==> config.mk <==
export PLATFORM = sky130hd
export DESIGN_NAME = prt_phy_drp_rmw_flat
export DESIGN_NICKNAME = d
export VERILOG_FILES = /design/src/rtl/prt_phy_drp_rmw_if.sv /design/src/rtl/prt_phy_drp_rmw.sv /design/src/flat_wrapper.sv
export SDC_FILE = /design/constraint.sdc
export NUM_CORES = 1
export LEC_CHECK = 0
export CORE_AREA = 10 10 123 125
export DETAILED_ROUTE_END_ITERATION = 16
export DIE_AREA = 0 0 133 135
export SLEW_MARGIN = 5
export SYNTH_ARGS = -nofsm -noshare
export SYNTH_HDL_FRONTEND = slang
export SYNTH_SLANG_ARGS = --single-unit
==> constraint.sdc <==
create_clock -name SYS_CLK_IN -period 3.22 [get_ports SYS_CLK_IN]
set_input_delay 0.805 -clock SYS_CLK_IN [delete_from_list [all_inputs] [get_ports SYS_CLK_IN]]
set_output_delay 0.805 -clock SYS_CLK_IN [all_outputs]
set_load 0.005 [all_outputs]
==> src/rtl/prt_phy_drp_rmw_if.sv <==
// ----------------------------------------------------------------------------
// prt_phy_drp_rmw_if
// Local-bus link between the DRP read-modify-write engine and the PHY
// controller register block. Signal names are seen from the bus master.
//   LB_ADR_OUT  register address (0 CTL, 1 STA, 2 DRP)
//   LB_WR_OUT   single-clock write strobe
//   LB_RD_OUT   single-clock read strobe
//   LB_DAT_OUT  write data
//   LB_DAT_IN   read data, qualified by LB_VLD_IN
//   LB_VLD_IN   read data valid
// ----------------------------------------------------------------------------
interface prt_phy_drp_rmw_if;
    logic [3:0]  LB_ADR_OUT;
    logic        LB_WR_OUT;
    logic        LB_RD_OUT;
    logic [31:0] LB_DAT_OUT;
    logic [31:0] LB_DAT_IN;
    logic        LB_VLD_IN;

    modport master (
        output LB_ADR_OUT, LB_WR_OUT, LB_RD_OUT, LB_DAT_OUT,
        input  LB_DAT_IN, LB_VLD_IN
    );

    modport slave (
        input  LB_ADR_OUT, LB_WR_OUT, LB_RD_OUT, LB_DAT_OUT,
        output LB_DAT_IN, LB_VLD_IN
    );
endinterface

==> src/rtl/prt_phy_drp_rmw.sv <==
// ----------------------------------------------------------------------------
// prt_phy_drp_rmw
// Performs one DRP read (and optionally a masked write-back) through the PHY
// controller's local-bus register map. A request latches port/address/mask/
// data; the engine reads the DRP word, reports it on DAT_OUT and, when the
// mask is non-zero, writes back (rd & ~MSK) | (DAT & MSK).
// Ports:
//   SYS_CLK_IN, SYS_RST_IN  clock, asynchronous active-high reset
//   REQ_IN, PORT_IN, ADR_IN, MSK_IN, DAT_IN   request (taken when RDY_OUT=1)
//   RDY_OUT   idle, DONE_OUT one-clock completion, ERR_OUT timeout flag
//   DAT_OUT   DRP value read before modification
//   lb        local-bus master towards the PHY controller
// ----------------------------------------------------------------------------
module prt_phy_drp_rmw #(
    parameter int P_DRP_PORT_WIDTH = 3,
    parameter int P_DRP_ADR        = 10,
    parameter int P_DRP_DAT        = 16,
    parameter int P_TIMEOUT        = 1024
) (
    input  logic                        SYS_CLK_IN,
    input  logic                        SYS_RST_IN,
    input  logic                        REQ_IN,
    input  logic [P_DRP_PORT_WIDTH-1:0] PORT_IN,
    input  logic [P_DRP_ADR-1:0]        ADR_IN,
    input  logic [P_DRP_DAT-1:0]        MSK_IN,
    input  logic [P_DRP_DAT-1:0]        DAT_IN,
    output logic                        RDY_OUT,
    output logic                        DONE_OUT,
    output logic                        ERR_OUT,
    output logic [P_DRP_DAT-1:0]        DAT_OUT,
    prt_phy_drp_rmw_if.master           lb
);
    localparam int TMO_W = $clog2(P_TIMEOUT) + 1;

    localparam logic [3:0]  REG_CTL = 4'd0;
    localparam logic [3:0]  REG_STA = 4'd1;
    localparam logic [3:0]  REG_DRP = 4'd2;
    localparam logic [31:0] CTL_WR  = 32'h1;
    localparam logic [31:0] CTL_RD  = 32'h2;

    typedef enum logic [3:0] {
        ST_IDLE, ST_SET_ADR, ST_CMD_RD, ST_POLL_RDY, ST_GET_DAT,
        ST_SET_WDAT, ST_CMD_WR, ST_POLL_HI, ST_POLL_LO, ST_DONE
    } state_t;

    state_t                      state_q, state_d;
    logic                        pend_q, pend_d;   // one LB read outstanding
    logic [TMO_W-1:0]            tmo_q, tmo_d;
    logic                        err_q, err_d;
    logic [P_DRP_DAT-1:0]        dat_q, dat_d;

    logic [P_DRP_PORT_WIDTH-1:0] port_q;
    logic [P_DRP_ADR-1:0]        adr_q;
    logic [P_DRP_DAT-1:0]        msk_q, wdat_q;

    logic                        acc;
    logic                        lb_wr, lb_rd;
    logic [3:0]                  lb_adr, wait_adr;
    logic [31:0]                 lb_wdat;
    logic                        wait_met, tmo_hit;
    state_t                      wait_next;
    logic                        unused_lb_dat;

    // DRP register layout: {dat, adr, port} with port at the LSB, zero padded.
    function automatic logic [31:0] drp_word(input logic [P_DRP_DAT-1:0] d);
        drp_word = 32'({d, adr_q, port_q});
    endfunction

    function automatic logic [P_DRP_DAT-1:0] merge(input logic [P_DRP_DAT-1:0] rd,
                                                   input logic [P_DRP_DAT-1:0] m,
                                                   input logic [P_DRP_DAT-1:0] d);
        merge = (rd & ~m) | (d & m);
    endfunction

    assign tmo_hit       = (tmo_q == TMO_W'(P_TIMEOUT - 1));
    assign unused_lb_dat = ^lb.LB_DAT_IN;

    always_comb begin
        state_d   = state_q;
        pend_d    = pend_q;
        tmo_d     = tmo_q;
        err_d     = err_q;
        dat_d     = dat_q;
        acc       = 1'b0;
        lb_wr     = 1'b0;
        lb_rd     = 1'b0;
        lb_adr    = 4'd0;
        lb_wdat   = 32'd0;
        wait_adr  = REG_STA;
        wait_met  = 1'b0;
        wait_next = ST_DONE;

        // Exit condition and successor of each polling/read state.
        case (state_q)
            ST_POLL_RDY: begin
                wait_met  = lb.LB_DAT_IN[1];
                wait_next = ST_GET_DAT;
            end
            ST_GET_DAT: begin
                wait_adr  = REG_DRP;
                wait_met  = 1'b1;
                wait_next = (msk_q == '0) ? ST_DONE : ST_SET_WDAT;
            end
            ST_POLL_HI: begin
                wait_met  = lb.LB_DAT_IN[0];
                wait_next = ST_POLL_LO;
            end
            ST_POLL_LO: begin
                wait_met  = ~lb.LB_DAT_IN[0];
                wait_next = ST_DONE;
            end
            default: ;
        endcase

        case (state_q)
            ST_IDLE: begin
                if (REQ_IN) begin
                    acc     = 1'b1;
                    err_d   = 1'b0;
                    state_d = ST_SET_ADR;
                end
            end
            ST_SET_ADR: begin
                lb_wr   = 1'b1;
                lb_adr  = REG_DRP;
                lb_wdat = drp_word('0);
                state_d = ST_CMD_RD;
            end
            ST_CMD_RD: begin
                lb_wr   = 1'b1;
                lb_adr  = REG_CTL;
                lb_wdat = CTL_RD;
                tmo_d   = '0;
                pend_d  = 1'b0;
                state_d = ST_POLL_RDY;
            end
            ST_POLL_RDY, ST_GET_DAT, ST_POLL_HI, ST_POLL_LO: begin
                tmo_d = tmo_q + 1'b1;
                if (pend_q && lb.LB_VLD_IN && wait_met) begin
                    pend_d  = 1'b0;
                    tmo_d   = '0;
                    state_d = wait_next;
                    if (state_q == ST_GET_DAT) begin
                        dat_d = lb.LB_DAT_IN[P_DRP_DAT-1:0];
                    end
                end else if (tmo_hit) begin
                    // Abandon without issuing another strobe.
                    pend_d  = 1'b0;
                    tmo_d   = '0;
                    err_d   = 1'b1;
                    state_d = ST_DONE;
                end else if (!pend_q) begin
                    lb_rd  = 1'b1;
                    lb_adr = wait_adr;
                    pend_d = 1'b1;
                end else if (lb.LB_VLD_IN) begin
                    // Condition not met: re-issue on the following clock.
                    pend_d = 1'b0;
                end
            end
            ST_SET_WDAT: begin
                lb_wr   = 1'b1;
                lb_adr  = REG_DRP;
                lb_wdat = drp_word(merge(dat_q, msk_q, wdat_q));
                state_d = ST_CMD_WR;
            end
            ST_CMD_WR: begin
                lb_wr   = 1'b1;
                lb_adr  = REG_CTL;
                lb_wdat = CTL_WR;
                tmo_d   = '0;
                pend_d  = 1'b0;
                state_d = ST_POLL_HI;
            end
            ST_DONE: begin
                state_d = ST_IDLE;
            end
            default: begin
                state_d = ST_IDLE;
            end
        endcase
    end

    always_ff @(posedge SYS_CLK_IN or posedge SYS_RST_IN) begin
        if (SYS_RST_IN) begin
            state_q <= ST_IDLE;
            pend_q  <= 1'b0;
            tmo_q   <= '0;
            err_q   <= 1'b0;
            dat_q   <= '0;
        end else begin
            state_q <= state_d;
            pend_q  <= pend_d;
            tmo_q   <= tmo_d;
            err_q   <= err_d;
            dat_q   <= dat_d;
        end
    end

    // Request fields are pure data: captured once at acceptance.
    always_ff @(posedge SYS_CLK_IN) begin
        if (acc) begin
            port_q <= PORT_IN;
            adr_q  <= ADR_IN;
            msk_q  <= MSK_IN;
            wdat_q <= DAT_IN;
        end
    end

    assign RDY_OUT       = (state_q == ST_IDLE);
    assign DONE_OUT      = (state_q == ST_DONE);
    assign ERR_OUT       = err_q;
    assign DAT_OUT       = dat_q;
    assign lb.LB_WR_OUT  = lb_wr;
    assign lb.LB_RD_OUT  = lb_rd;
    assign lb.LB_ADR_OUT = lb_adr;
    assign lb.LB_DAT_OUT = lb_wdat;
endmodule

==> src/flat_wrapper.sv <==
// flat-port wrapper written by rule: the top's interface ports become plain ports
module prt_phy_drp_rmw_flat 
#(
    parameter int P_DRP_PORT_WIDTH = 3,
    parameter int P_DRP_ADR        = 10,
    parameter int P_DRP_DAT        = 16,
    parameter int P_TIMEOUT        = 1024
)
  (SYS_CLK_IN, SYS_RST_IN, REQ_IN, PORT_IN, ADR_IN, MSK_IN, DAT_IN, RDY_OUT, DONE_OUT, ERR_OUT, DAT_OUT, lb_LB_ADR_OUT, lb_LB_WR_OUT, lb_LB_RD_OUT, lb_LB_DAT_OUT, lb_LB_DAT_IN, lb_LB_VLD_IN);
  prt_phy_drp_rmw_if lb_i ();
  input  logic SYS_CLK_IN;
  input  logic SYS_RST_IN;
  input  logic REQ_IN;
  input  logic [P_DRP_PORT_WIDTH-1:0] PORT_IN;
  input  logic [P_DRP_ADR-1:0] ADR_IN;
  input  logic [P_DRP_DAT-1:0] MSK_IN;
  input  logic [P_DRP_DAT-1:0] DAT_IN;
  output logic RDY_OUT;
  output logic DONE_OUT;
  output logic ERR_OUT;
  output logic [P_DRP_DAT-1:0] DAT_OUT;
  output wire logic [$bits(lb_i.LB_ADR_OUT)-1:0] lb_LB_ADR_OUT;
  output wire logic [$bits(lb_i.LB_WR_OUT)-1:0] lb_LB_WR_OUT;
  output wire logic [$bits(lb_i.LB_RD_OUT)-1:0] lb_LB_RD_OUT;
  output wire logic [$bits(lb_i.LB_DAT_OUT)-1:0] lb_LB_DAT_OUT;
  input wire logic [$bits(lb_i.LB_DAT_IN)-1:0] lb_LB_DAT_IN;
  input wire logic [$bits(lb_i.LB_VLD_IN)-1:0] lb_LB_VLD_IN;
  assign lb_LB_ADR_OUT = lb_i.LB_ADR_OUT;
  assign lb_LB_WR_OUT = lb_i.LB_WR_OUT;
  assign lb_LB_RD_OUT = lb_i.LB_RD_OUT;
  assign lb_LB_DAT_OUT = lb_i.LB_DAT_OUT;
  assign lb_i.LB_DAT_IN = lb_LB_DAT_IN;
  assign lb_i.LB_VLD_IN = lb_LB_VLD_IN;
  prt_phy_drp_rmw #(.P_DRP_PORT_WIDTH(P_DRP_PORT_WIDTH), .P_DRP_ADR(P_DRP_ADR), .P_DRP_DAT(P_DRP_DAT), .P_TIMEOUT(P_TIMEOUT)) u_core (.SYS_CLK_IN(SYS_CLK_IN), .SYS_RST_IN(SYS_RST_IN), .REQ_IN(REQ_IN), .PORT_IN(PORT_IN), .ADR_IN(ADR_IN), .MSK_IN(MSK_IN), .DAT_IN(DAT_IN), .RDY_OUT(RDY_OUT), .DONE_OUT(DONE_OUT), .ERR_OUT(ERR_OUT), .DAT_OUT(DAT_OUT), .lb(lb_i));
endmodule
==> Slide: Implementation Results, run 1 <==
Flow Results at a Glance

STA
  – Setup TNS: 0 ns
  – Period utilisation layout: 96.3%

Global routing
  – Busiest grt layer: met2
  – Largest net degree at the start of global routing: 34
  – GR Util met2: 17.3%
  – Initial antenna violation count: 0
  – Via count of the first global-routing pass: 2729

Pwr
  – Comb pwr: 1090 uW
  – Total Power: 3470 uW
  – Sw Share: 29.7%
  – Clock net power: 999 uW
  – Worst VDD drop: 0.349 mV

Routing
  – Final antenna-violating net count: 0
  – Vias per inst: 4.44
  – DRT Pass-1 Iters: 4

Placement
  – Worst slack, placed: 0.446 ns

Yosys
  – Synth Instances: 263
  – Count of cell types in the netlist: 50

Critical path
  – Crit path max-delay family: buffers and inverters

Status
  – Status: complete, no violations

Final layout
  – Most frequent cells in the layout: 116 x clkdlybuf4s50_1, 45 x edfxtp_1, 34 x nor2_1
  – Share of cells above drive strength 1: 13.5%
  – Combinational fraction of the cell area: 23.1%
==> run 1: per-stage QoR <==
step | cell area (um2) | utilization (%) | hold slack, ns
final | 5160 | 41.0 | 0.516
after global routing | 5160 | 41.0 | 0.550
after CTS | 5150 | 41.0 | 0.517
after detailed placement | 4860 | 38.7 | 0.504
after global placement | 4860 | 38.7 | 0.493
after floorplan | 3490 | - | 0.489
==> run 1: final timing paths <==
kind                              startpoint                 end  slack [ns]  depth (start not counted)
setup reg to reg           u_core.state_q[1]   u_core.DAT_OUT[9]        0.98                          4
hold reg to reg               u_core.ERR_OUT      u_core.ERR_OUT        0.52                          1
max in group asynchronous         SYS_RST_IN  u_core.DAT_OUT[14]        1.96                          3
setup / recovery           u_core.state_q[3]    lb_LB_ADR_OUT[1]        0.12                          6
hold / removal                u_core.ERR_OUT      u_core.ERR_OUT        0.52                          1
min in group asynchronous         SYS_RST_IN   u_core.DAT_OUT[1]        0.90                          3
==> run 1: Yosys cell counts (2+ instances only) <==
library cell	count
nor2_1	34
or3_1	2
a22oi_1	3
a32o_1	3
o21ai_0	3
nand4_1	5
nor2_4	2
buf_6	2
nand2_1	10
xor2_1	4
nor3_1	3
buf_2	2
xnor2_1	4
buf_4	6
inv_1	8
o2111ai_1	2
nor2b_1	4
mux2i_1	17
clkbuf_1	5
dfrtp_1	33
mux2_2	16
nand2b_1	2
and3_1	12
a22o_1	2
a21oi_1	4
edfxtp_1	45
nor4_1	7
==> run 1: layer usage <==
layer	part of all wire (%)	vias to the layer above
li1	-	1209
met2	47	90
met4	1.3	0
met5	0	-
met3	11	10
met1	41	1205
==> run 1: kinds of logic after synthesis <==
family	synth area share [%]
xor+xnor	2.01
buf+inv	3.63
compound gates	6.62
mux	10.1
other cells	0.108
fa+ha+maj	0.360
flops	62.6
simple gates	14.6
Figure 1. Routed metal per tile (run 1).
27 x 27 tiles, from white (low) to dark blue (high), scaled to the fullest tile. Values are wire area over tile area, all layers added.
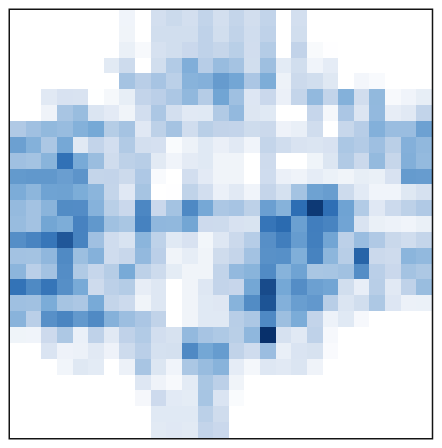
tiles over half the peak: 12%
densest ninth of the die: middle left
fullest tile: 0.41
nearly empty tiles: 28%

Figure 2. Ports around the boundary (run 1).
Bar = 50 um. Pins as bars across the die edge, other pins in grey.
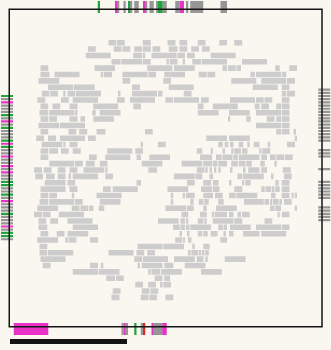
legend:
  DAT_IN:
    colour: green
    pins: 16
    direction: input
    edge: 11 left, 4 top, 1 bottom
  lb_LB_DAT_IN:
    colour: magenta
    pins: 32
    direction: input
    edge: 20 bottom, 8 left, 4 top
  SYS_RST_IN:
    colour: red
    pins: 1
    direction: input
    edge: bottom

Figure 3. Logic cells by family (run 1).
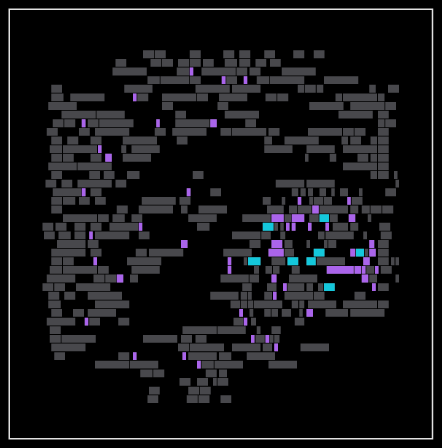
legend:
  nor cells:
    colour: purple
    cells: 53
  non-inverting ao/oa cells:
    colour: cyan
    cells: 8
    where: middle right

==> inputs of run 2 (changes only) <==
--- a/config.mk
+++ b/config.mk
@@ -8,6 +8,7 @@
 export CORE_AREA = 10 10 123 125
 export DETAILED_ROUTE_END_ITERATION = 16
 export DIE_AREA = 0 0 133 135
+export PLACE_DENSITY_LB_ADDON = 0.08
 export SLEW_MARGIN = 5
 export SYNTH_ARGS = -nofsm -noshare
 export SYNTH_HDL_FRONTEND = slang
Figure 4. Logic cells by family (run 2).
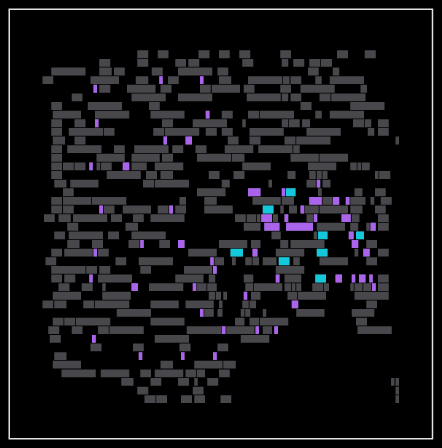
legend:
  nor cells:
    colour: purple
    cells: 53
  non-inverting ao/oa cells:
    colour: cyan
    cells: 8

Figure 5. Routed metal per tile (run 2).
27 x 27 tiles, from white (low) to dark blue (high), scaled to the fullest tile. Values are wire area over tile area, all layers added.
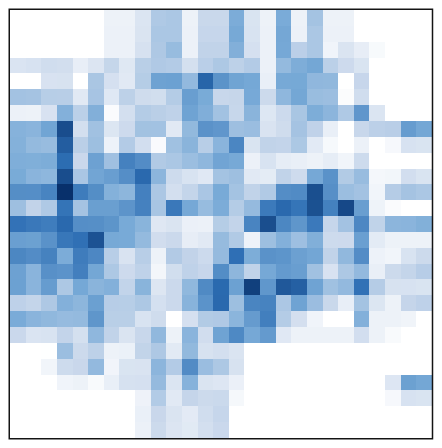
fullest tile: 0.33
mean over tiles: 0.089
tiles over half the peak: 18%
densest ninth of the die: middle left
nearly empty tiles: 23%
emptiest ninth of the die: lower right

==> run 2 against run 1 <==
Against the previous run: register-to-register slack better by 0.09 ns; utilization is 0.37 points higher; design area is 0.90% higher; sequential power hardly changed; synthesized area stayed put; critical endpoint unchanged; largest power group unchanged.
==> Slide: Implementation Results, run 2 <==
Flow Results at a Glance

Critical path
  – Crit-path cells: buf_6, xor2_1, a22oi_1, or3_4, o21bai_1, clkdlybuf4s50_1
  – RR Endpoint: u_core.DAT_OUT[15]
  – CP endpoint: lb_LB_ADR_OUT[1]
  – FF-to-FF path depth: 3 (-1)
  – Reg2Reg Setup Slack: 1.07 ns (+0.09 ns)
  – Reg2Reg Launch Point: u_core.state_q[1]
  – CP startpoint: u_core.state_q[3]

Pwr
  – Comb pwr: 1100 uW (about the same)
  – Worst VDD drop: 0.311 mV (-11%)
  – Total Power: 3570 uW (+3.1%)
  – Sw Share: 28.5% (-1.3 points)
  – Clock net power: 1080 uW (+8%)

CTS
  – CTS tree: built

Status
  – Status: complete, no violations

Yosys
  – Most common cell in the netlist: edfxtp_1
  – Count of cell types in the netlist: 50 (unchanged)
  – Synth Warn #: 0
  – Synth Instances: 263 (unchanged)
  – Commonest cells post-synth: 45 x edfxtp_1, 34 x nor2_1, 33 x dfrtp_1

Hold path
  – Min-Delay Endpoint: u_core.ERR_OUT
  – Hold Path Depth: 1 (unchanged)

STA
  – Final Setup Violations: 0
  – Period utilisation layout: 94.9% (-1.4 points)
  – Setup TNS: 0 ns (unchanged)

Final layout
  – Share of cells above drive strength 1: 13.7% (+0.22 points)
  – Most frequent cells in the layout: 116 x clkdlybuf4s50_1, 45 x edfxtp_1, 34 x nor2_1

Die
  – Die Span X: 133 um

Routing
  – M1 WL: 3990 um (+0.91%)
  – Vias per inst: 4.40 (-1.0%)
  – WL met3: 1040 um (-1.3%)
  – WL met2: 4690 um (+3.4%)
  – DRT Pass-1 Iters: 4 (unchanged)
  – Final antenna-violating net count: 0 (unchanged)
  – Top layer in use: met4

Global routing
  – Total gr overflow: 0
  – Tot GR Track Use: 11.2%
  – Busiest grt layer: met2
  – Initial antenna violation count: 0 (unchanged)
  – Largest net degree at the start of global routing: 44 (+29%)
-- run 2: metrics by stage --
| stage | setup slack (ns) | area [um2] | hold slack, ns | utilization, % |
|---|---|---|---|---|
| final | 0.166 | 5200 | 0.499 | 41.4 |
| after global routing | 0.0265 | 5200 | 0.539 | 41.4 |
| after CTS | 0.00838 | 5190 | 0.510 | 41.3 |
| after detailed placement | 0.365 | 4870 | 0.497 | 38.7 |
| after global placement | 0.376 | 4870 | 0.492 | 38.7 |
| after floorplan | 0.724 | 3490 | 0.489 | - |
-- run 2: cell families (layout without fill, tap and decap cells) --
logic type / after synthesis / count (layout) / share of synthesized area (%)
xor+xnor: 8 / 8 / 2.01
compound gates: 28 / 28 / 6.62
other cells: 1 / 5 / 0.108
simple gates: 91 / 91 / 14.6
fa+ha+maj: 1 / 1 / 0.360
flops: 78 / 78 / 62.6
mux: 33 / 33 / 10.1
buf+inv: 23 / 151 / 3.63
-- run 2: repair_timing --
| action | in CTS | in global routing |
|---|---|---|
| gates resized | 0 | 4 |
| hold buffers | 0 | 0 |
| endpoints found under the setup margin | 0 | 19 |
-- run 2: critical path: cells and delay by family (launching register included) --
kind	cells	cell delay [ns]
AND-OR/OR-AND	2	0.25
XOR/XNOR	1	0.21
buffers and inverters	2	0.68
flip-flops	1	0.37
AND/OR/NAND/NOR	1	0.41
-- run 2: layout make-up --
| type | count | area [um2] |
|---|---|---|
| fillers | 1237 | 7370 |
| flip-flops and latches | 78 | 2180 |
| repair buffers | 127 | 1260 |
| multi-input cells | 166 | 1200 |
| clock buffers | 13 | 250 |
| well taps | 172 | 215 |
| clock inverters | 3 | 68.8 |
| inverters | 8 | 30.0 |
==> inputs of run 3 (changes only) <==
--- a/config.mk
+++ b/config.mk
@@ -6,9 +6,11 @@
 export NUM_CORES = 1
 export LEC_CHECK = 0
 export CORE_AREA = 10 10 123 125
+export CTS_BUF_LIST = sky130_fd_sc_hd__clkbuf_8
 export DETAILED_ROUTE_END_ITERATION = 16
 export DIE_AREA = 0 0 133 135
 export PLACE_DENSITY_LB_ADDON = 0.08
+export REMOVE_ABC_BUFFERS = 1
 export SLEW_MARGIN = 5
 export SYNTH_ARGS = -nofsm -noshare
 export SYNTH_HDL_FRONTEND = slang
Figure 6. Routed metal per tile (run 3).
27 x 27 tiles, from white (low) to dark blue (high), scaled to the fullest tile. Values are wire area over tile area, all layers added.
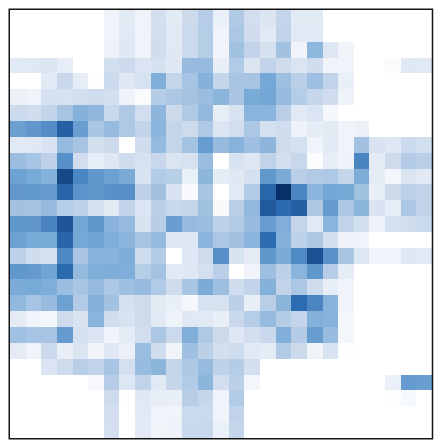
tiles over half the peak: 9.3%
mean over tiles: 0.090
fullest tile: 0.42

Figure 7. Ports around the boundary (run 3).
Bar = 50 um. Pins as bars across the die edge, other pins in grey.
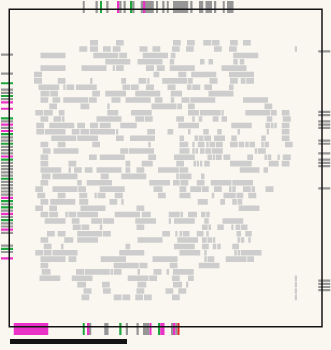
legend:
  SYS_RST_IN:
    colour: red
    pins: 1
    direction: input
    edge: bottom
  lb_LB_DAT_IN:
    colour: magenta
    pins: 32
    direction: input
    edge: 21 bottom, 9 left, 2 top
  DAT_IN:
    colour: green
    pins: 16
    direction: input
    edge: 11 left, 3 bottom, 2 top
all pins by edge: 50 left, 36 top, 35 bottom, 17 right

==> run 3 against run 2 <==
Against the previous run: via count is 1.3% higher; non-clock buffer count is 2 higher; first-iteration DRC count is 31% higher; sequential cell count stayed put; synthesized area stayed put; largest power group unchanged; synthesized cell count stayed put; critical path type unchanged; cell count is 0.35% higher; global-route usage is 0.31 points lower.
==> Slide: Implementation Results, run 3 <==
Flow Results at a Glance

Status
  – Status: complete, no violations

Routing
  – Vias per inst: 4.44 (+0.93%)
  – WL met2: 4570 um (-2.5%)
  – DRT Pass-1 Iters: 4 (unchanged)
  – Top layer in use: met4
  – Final antenna-violating net count: 0 (unchanged)

Critical path
  – CP Buf/Inv Count: 1 (-1)
  – Reg2Reg Launch Point: u_core.state_q[1]
  – FF-to-FF path depth: 5 (+2)
  – RR Endpoint: u_core.wdat_q[5]
  – Crit path max-delay family: simple AND/OR/NAND/NOR gates
  – CP startpoint: u_core.state_q[3]

Final layout
  – Share of cells above drive strength 1: 14.4% (+0.69 points)
  – Final instance area: 5110 um2 (-1.7%)

Global routing
  – Total gr overflow: 0 (unchanged)
  – Largest net degree at the start of global routing: 34 (-23%)
  – Initial antenna violation count: 0 (unchanged)

STA
  – Setup TNS: 0 ns (unchanged)
  – Period utilisation layout: 94.8% (about the same)

Yosys
  – Commonest cells post-synth: 45 x edfxtp_1, 34 x nor2_1, 33 x dfrtp_1
  – Most common cell in the netlist: edfxtp_1
  – Synth Instances: 263 (unchanged)

Placement
  – Cell Area, Placed: 4880 um2 (+0.31%)
  – Worst slack, placed: 0.340 ns (-0.0248 ns)

Hold path
  – Min-Delay Endpoint: u_core.ERR_OUT
  – Hold Path Depth: 1 (unchanged)

CTS
  – CTS tree: built
-- run 3: metrics by stage --
stage	hold WS (ns)	utilization, %	power [uW]
6_report	0.538	40.7	3310
5_1_grt	0.552	40.7	3520
4_1_cts	0.544	40.6	3360
3_5_place_dp	0.522	38.9	2530
3_3_place_gp	0.506	38.9	2530
2_1_floorplan	0.489	-	1900
-- run 3: worst max path at each step --
stage	endpoint	slack (ns)	depth (start not counted)
after detailed placement	lb_LB_ADR_OUT[1]	0.34	5
after floorplan	lb_LB_ADR_OUT[1]	0.62	4
after global placement	lb_LB_ADR_OUT[1]	0.35	5
final	lb_LB_ADR_OUT[0]	0.17	5
after CTS	lb_LB_ADR_OUT[1]	0.006	6
after global routing	lb_LB_ADR_OUT[0]	0.005	6
-- run 3: cell families (layout without fill, tap and decap cells) --
| kind of cell | after synthesis | after routing | share of synthesized area (%) |
|---|---|---|---|
| simple gates | 91 | 91 | 14.6 |
| fa+ha+maj | 1 | 1 | 0.360 |
| mux | 33 | 33 | 10.1 |
| compound gates | 28 | 28 | 6.62 |
| other cells | 1 | 5 | 0.108 |
| xor+xnor | 8 | 8 | 2.01 |
| buf+inv | 23 | 153 | 3.63 |
| flops | 78 | 78 | 62.6 |
-- run 3: cell type report --
type | count | area [um2]
clock buffers | 9 | 124
repair buffers | 129 | 1270
well taps | 172 | 215
multi-input cells | 166 | 1200
inverters | 8 | 30.0
fillers | 1254 | 7460
flip-flops and latches | 78 | 2180
clock inverters | 7 | 90.1
-- run 3: power breakdown --
part / internal (uW) / total [uW] / switching (uW)
Clock: 435 / 802 / 368
Sequential: 1260 / 1390 / 136
Combinational: 598 / 1110 / 510
-- run 3: what timing repair did --
item	in CTS	in global routing
setup buffers	0	0
setup endpoints to repair	1	16
gates resized	1	4
pin swaps	0	1
Power and IR drop assume default switching activity.
